==> config.mk <==
export PLATFORM = sky130hd
export DESIGN_NAME = accelerator_state_matrix_transmitter
export DESIGN_NICKNAME = d
export VERILOG_FILES = /design/src/rtl/accelerator_state_matrix_transmitter.sv
export SDC_FILE = /design/constraint.sdc
export NUM_CORES = 2
export LEC_CHECK = 0
export ABC_AREA = 1
export CAP_MARGIN = 20
export CORE_MARGIN = 4
export CORE_UTILIZATION = 45
export DETAILED_ROUTE_END_ITERATION = 8
export GPL_TIMING_DRIVEN = 1
export PLACE_DENSITY = 0.67
export REMOVE_ABC_BUFFERS = 1
export SLEW_MARGIN = 10
export SYNTH_ARGS = -nofsm -noshare
export SYNTH_HDL_FRONTEND = slang
export SYNTH_SLANG_ARGS = --single-unit
==> constraint.sdc <==
create_clock -name CLK -period 5.1 [get_ports CLK]
set_clock_uncertainty 0.05 [all_clocks]
set_input_delay 0.51 -clock CLK [delete_from_list [all_inputs] [get_ports CLK]]
set_output_delay 0.51 -clock CLK [all_outputs]
set_load 0.01 [all_outputs]
==> src/rtl/accelerator_state_matrix_transmitter.sv <==
// accelerator_state_matrix_transmitter
//   Holds a host-loaded matrix (DEPTH = 2**ADDRESS_SIZE words) and streams it
//   one element per cycle with I/J enable strobes.
//   Optional build macro: ACCELERATOR_STATE_TRANSPOSE_EN
//     defined   -> column-major walk (emits the transpose, shape SIZE_J x SIZE_I)
//     undefined -> row-major walk
module accelerator_state_matrix_transmitter #(
    parameter int DATA_SIZE    = 64,
    parameter int ADDRESS_SIZE = 4
) (
    input  logic                    CLK,
    input  logic                    RST,
    input  logic                    START,
    output logic                    READY,
    output logic                    ERROR,
    input  logic                    WRITE_ENABLE,
    input  logic [ADDRESS_SIZE-1:0] WRITE_ADDRESS,
    input  logic [DATA_SIZE-1:0]    WRITE_DATA,
    input  logic [DATA_SIZE-1:0]    SIZE_I_IN,
    input  logic [DATA_SIZE-1:0]    SIZE_J_IN,
    output logic                    DATA_OUT_I_ENABLE,
    output logic                    DATA_OUT_J_ENABLE,
    output logic [DATA_SIZE-1:0]    DATA_OUT
);

    localparam int DEPTH = 2 ** ADDRESS_SIZE;
    // Counters and latched sizes only need to hold 0..DEPTH once the
    // overflow check has passed.
    localparam int CW    = ADDRESS_SIZE + 1;

    localparam logic [1:0] S_IDLE = 2'd0;
    localparam logic [1:0] S_RUN  = 2'd1;
    localparam logic [1:0] S_DONE = 2'd2;

    logic [1:0]           state_q, state_d;
    logic [CW-1:0]        i_q, i_d;
    logic [CW-1:0]        j_q, j_d;
    logic [CW-1:0]        size_i_q, size_i_d;
    logic [CW-1:0]        size_j_q, size_j_d;
    logic [DATA_SIZE-1:0] data_out_q, data_out_d;
    logic                 i_en_q, i_en_d;
    logic                 j_en_q, j_en_d;
    logic                 ready_q, ready_d;
    logic                 error_q, error_d;

    logic [DATA_SIZE-1:0] mem_q [DEPTH];
    logic                 mem_wr_en;

    // Launch-time size classification
    logic                 size_zero;
    logic                 size_i_big, size_j_big;
    logic [2*CW-1:0]      size_prod;
    logic                 size_over;
    logic [ADDRESS_SIZE-1:0] rd_addr;
    logic                 last_i, last_j;

    // Classify the requested shape: a product can only fit if each side
    // already fits, so the narrow product is exact whenever it is consulted.
    always_comb begin
        size_zero  = (SIZE_I_IN == '0) || (SIZE_J_IN == '0);
        size_i_big = SIZE_I_IN > DATA_SIZE'(DEPTH);
        size_j_big = SIZE_J_IN > DATA_SIZE'(DEPTH);
        size_prod  = {{CW{1'b0}}, SIZE_I_IN[CW-1:0]} * {{CW{1'b0}}, SIZE_J_IN[CW-1:0]};
        size_over  = !size_zero &&
                     (size_i_big || size_j_big || (size_prod > (2*CW)'(DEPTH)));
    end

    // Read address and end-of-dimension flags for the element being emitted;
    // the true index is below DEPTH so modulo-DEPTH arithmetic is exact.
    always_comb begin
        rd_addr = i_q[ADDRESS_SIZE-1:0] * size_j_q[ADDRESS_SIZE-1:0]
                + j_q[ADDRESS_SIZE-1:0];
        last_i  = (i_q == size_i_q - CW'(1));
        last_j  = (j_q == size_j_q - CW'(1));
    end

    // Host writes land only while idle; anything during a stream is dropped.
    always_comb begin
        mem_wr_en = WRITE_ENABLE && (state_q == S_IDLE);
    end

    // Next-state logic for the IDLE -> RUN -> DONE sequencer and output regs
    always_comb begin
        state_d    = state_q;
        i_d        = i_q;
        j_d        = j_q;
        size_i_d   = size_i_q;
        size_j_d   = size_j_q;
        data_out_d = data_out_q;
        i_en_d     = 1'b0;
        j_en_d     = 1'b0;
        ready_d    = 1'b0;
        error_d    = 1'b0;

        case (state_q)
            S_IDLE: begin
                if (START) begin
                    size_i_d = SIZE_I_IN[CW-1:0];
                    size_j_d = SIZE_J_IN[CW-1:0];
                    i_d      = '0;
                    j_d      = '0;
                    if (size_over) begin
                        error_d = 1'b1;
                    end else if (size_zero) begin
                        state_d = S_DONE;
                    end else begin
                        state_d = S_RUN;
                    end
                end
            end

            S_RUN: begin
                data_out_d = mem_q[rd_addr];
                j_en_d     = 1'b1;
`ifdef ACCELERATOR_STATE_TRANSPOSE_EN
                // Column-major: i is the inner index, a new output row starts at i==0.
                i_en_d = (i_q == '0);
                if (last_i) begin
                    i_d = '0;
                    j_d = j_q + CW'(1);
                end else begin
                    i_d = i_q + CW'(1);
                end
`else
                // Row-major: j is the inner index, a new row starts at j==0.
                i_en_d = (j_q == '0);
                if (last_j) begin
                    j_d = '0;
                    i_d = i_q + CW'(1);
                end else begin
                    j_d = j_q + CW'(1);
                end
`endif
                if (last_i && last_j) begin
                    state_d = S_DONE;
                end
            end

            S_DONE: begin
                ready_d = 1'b1;
                state_d = S_IDLE;
            end

            default: begin
                state_d = S_IDLE;
            end
        endcase
    end

    // Control and output registers
    always_ff @(posedge CLK or negedge RST) begin
        if (!RST) begin
            state_q    <= S_IDLE;
            i_q        <= '0;
            j_q        <= '0;
            size_i_q   <= '0;
            size_j_q   <= '0;
            data_out_q <= '0;
            i_en_q     <= 1'b0;
            j_en_q     <= 1'b0;
            ready_q    <= 1'b0;
            error_q    <= 1'b0;
        end else begin
            state_q    <= state_d;
            i_q        <= i_d;
            j_q        <= j_d;
            size_i_q   <= size_i_d;
            size_j_q   <= size_j_d;
            data_out_q <= data_out_d;
            i_en_q     <= i_en_d;
            j_en_q     <= j_en_d;
            ready_q    <= ready_d;
            error_q    <= error_d;
        end
    end

    // Matrix storage, cleared by reset
    always_ff @(posedge CLK or negedge RST) begin
        if (!RST) begin
            for (int k = 0; k < DEPTH; k++) begin
                mem_q[k] <= '0;
            end
        end else if (mem_wr_en) begin
            mem_q[WRITE_ADDRESS] <= WRITE_DATA;
        end
    end

    assign READY             = ready_q;
    assign ERROR             = error_q;
    assign DATA_OUT_I_ENABLE = i_en_q;
    assign DATA_OUT_J_ENABLE = j_en_q;
    assign DATA_OUT          = data_out_q;

endmodule

Ports around the boundary:
Scale: 1.5 px per um. Pins as bars across the die edge, other pins in grey.
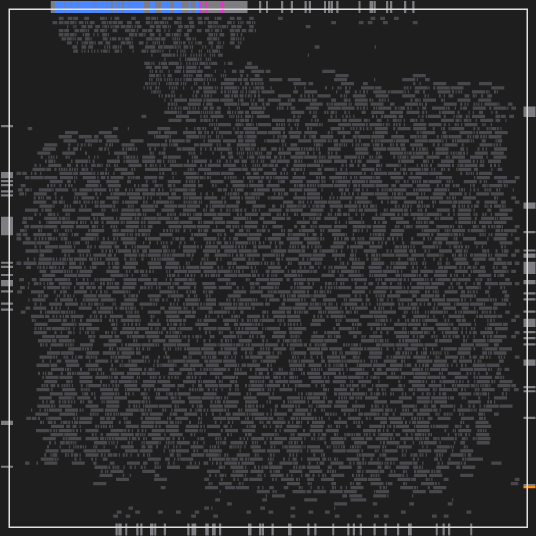
orange -> `CLK`  # pins 1, direction input, edge right
blue -> `SIZE_I_IN`  # pins 64, direction input, edge top
magenta -> `WRITE_ADDRESS`  # pins 4, direction input, edge top
all pins by edge = 160 top, 41 bottom, 38 right, 29 left
die boundary height: 344 um
quantity of I/O buffers inserted on ports: 267
die span in x: 344 um

Track usage over the die:
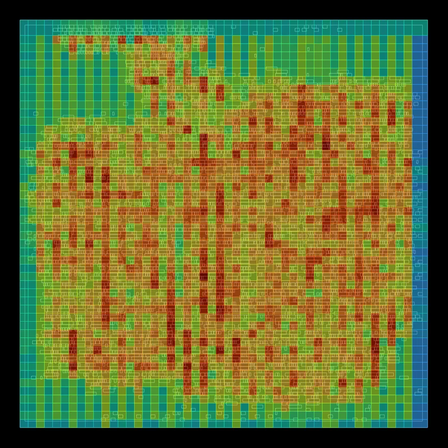
total routing usage reported by global routing: 24.4%
gr busiest metal: met2
met2 demand-to-capacity share in global routing: 39.7%
met1 usage in global routing: 34.5%
routed length per placed instance: 20.2 um

==> ds_physical_params.txt <==
Physical design parameters

Parameter                              Value

Status
  Result of the run .................. complete, no violations

Setup path
  CP Buf/Inv Count .................. 3
  Cell repeated most along the worst path .................. sky130_fd_sc_hd__nand2_1
  Max stage delay on crit path .................. 0.51 ns
  Critical Path RT .................. 5.64 ns
  Type of the worst setup path .................. flip-flop to flip-flop

Detailed routing
  Drt first-iter violations .................. 4290

Global routing
  Maximum number of pins on one net before global-route repair .................. about 160
  Global-route wire length before repair .................. 230000 um

Logic synthesis
  Count of library flops with an enable pin .................. 0
  Netlist area before placement .................. 50900 sq um
  Yosys chip area .................. 50900 sq um
  Cells in synth_stat.txt .................. ~5700
  Number of distinct library cell variants in the gate-level netlist after synthesis .................. 36
  Most common cell in the netlist .................. sky130_fd_sc_hd__nand2_1

Placed design
  Post-place setup slack .................. 0.704 ns
  Cell area reported after detailed placement .................. 54300 sq um

Clocking
  CTS sink count .................. approximately 1100
  Post-CTS Repair Setup Buffers .................. 0
  H-Tree Level Count .................. 3
  Hold-fix buffers at CTS .................. 1

Final layout
  Footprint of the multi-input gates .................. 20400 sq um
  Clock buffer instance count of the final layout .................. 174

Pwr
  Static leakage .................. 26.8 nW
  Peak supply drop .................. around 570 uV
  Power per unit of standard cell area .................. 610 nW/um^2
  Total Power .................. approximately 35 mW
  Relative contribution of combinational cells to total power .................. 36.2%
  Sequential power .................. 14.1 mW

STA
  Final setup violation count .................. 0
  Setup ws final .................. 0.879 ns

Flow run
  Max-capacitance violation count .................. 0
Met2 routing:
Scale: 1.5 px per um. Cells faint in the background.
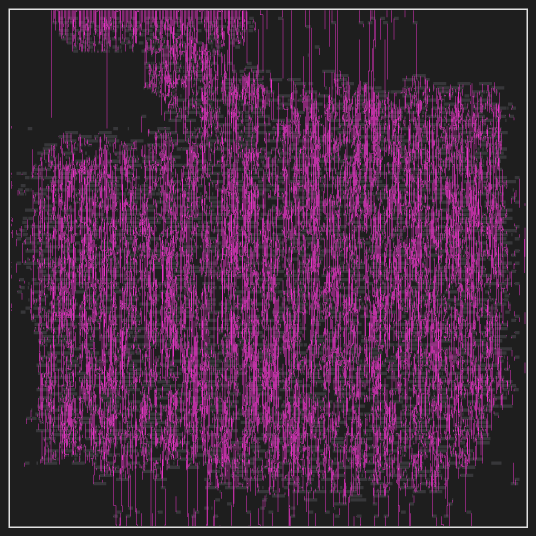
wire length on this layer = 69.2 mm
longest straight run = 84.7 um
main direction = vertical
nets with wire on the layer = 4423
Vias: 41100
total length of routed wires: 147000 um

[cells by family (layout without fill, tap and decap cells)]
kind of cell	Yosys count	in the layout	share of synthesized area (%)
AND-OR/OR-AND	1559	1559	17.2
buffers and inverters	641	701	5.54
adder cells (fa/ha/maj)	40	40	1.15
flip-flops	1114	1114	54.8
multiplexers	256	256	5.04
AND/OR/NAND/NOR	2054	2054	15.8
XOR/XNOR	23	23	0.411
[sequential cells by signal (all words and copies together) (netlist names)]
signal	count
i_q	5
DATA_OUT_J_ENABLE	1
j_q	5
state_q	2
READY	1
size_i_q	5
DATA_OUT_I_ENABLE	1
ERROR	1
DATA_OUT	64
mem_q	1024
size_j_q	5
No activity file was given, so power comes from the tool's default toggle rates.
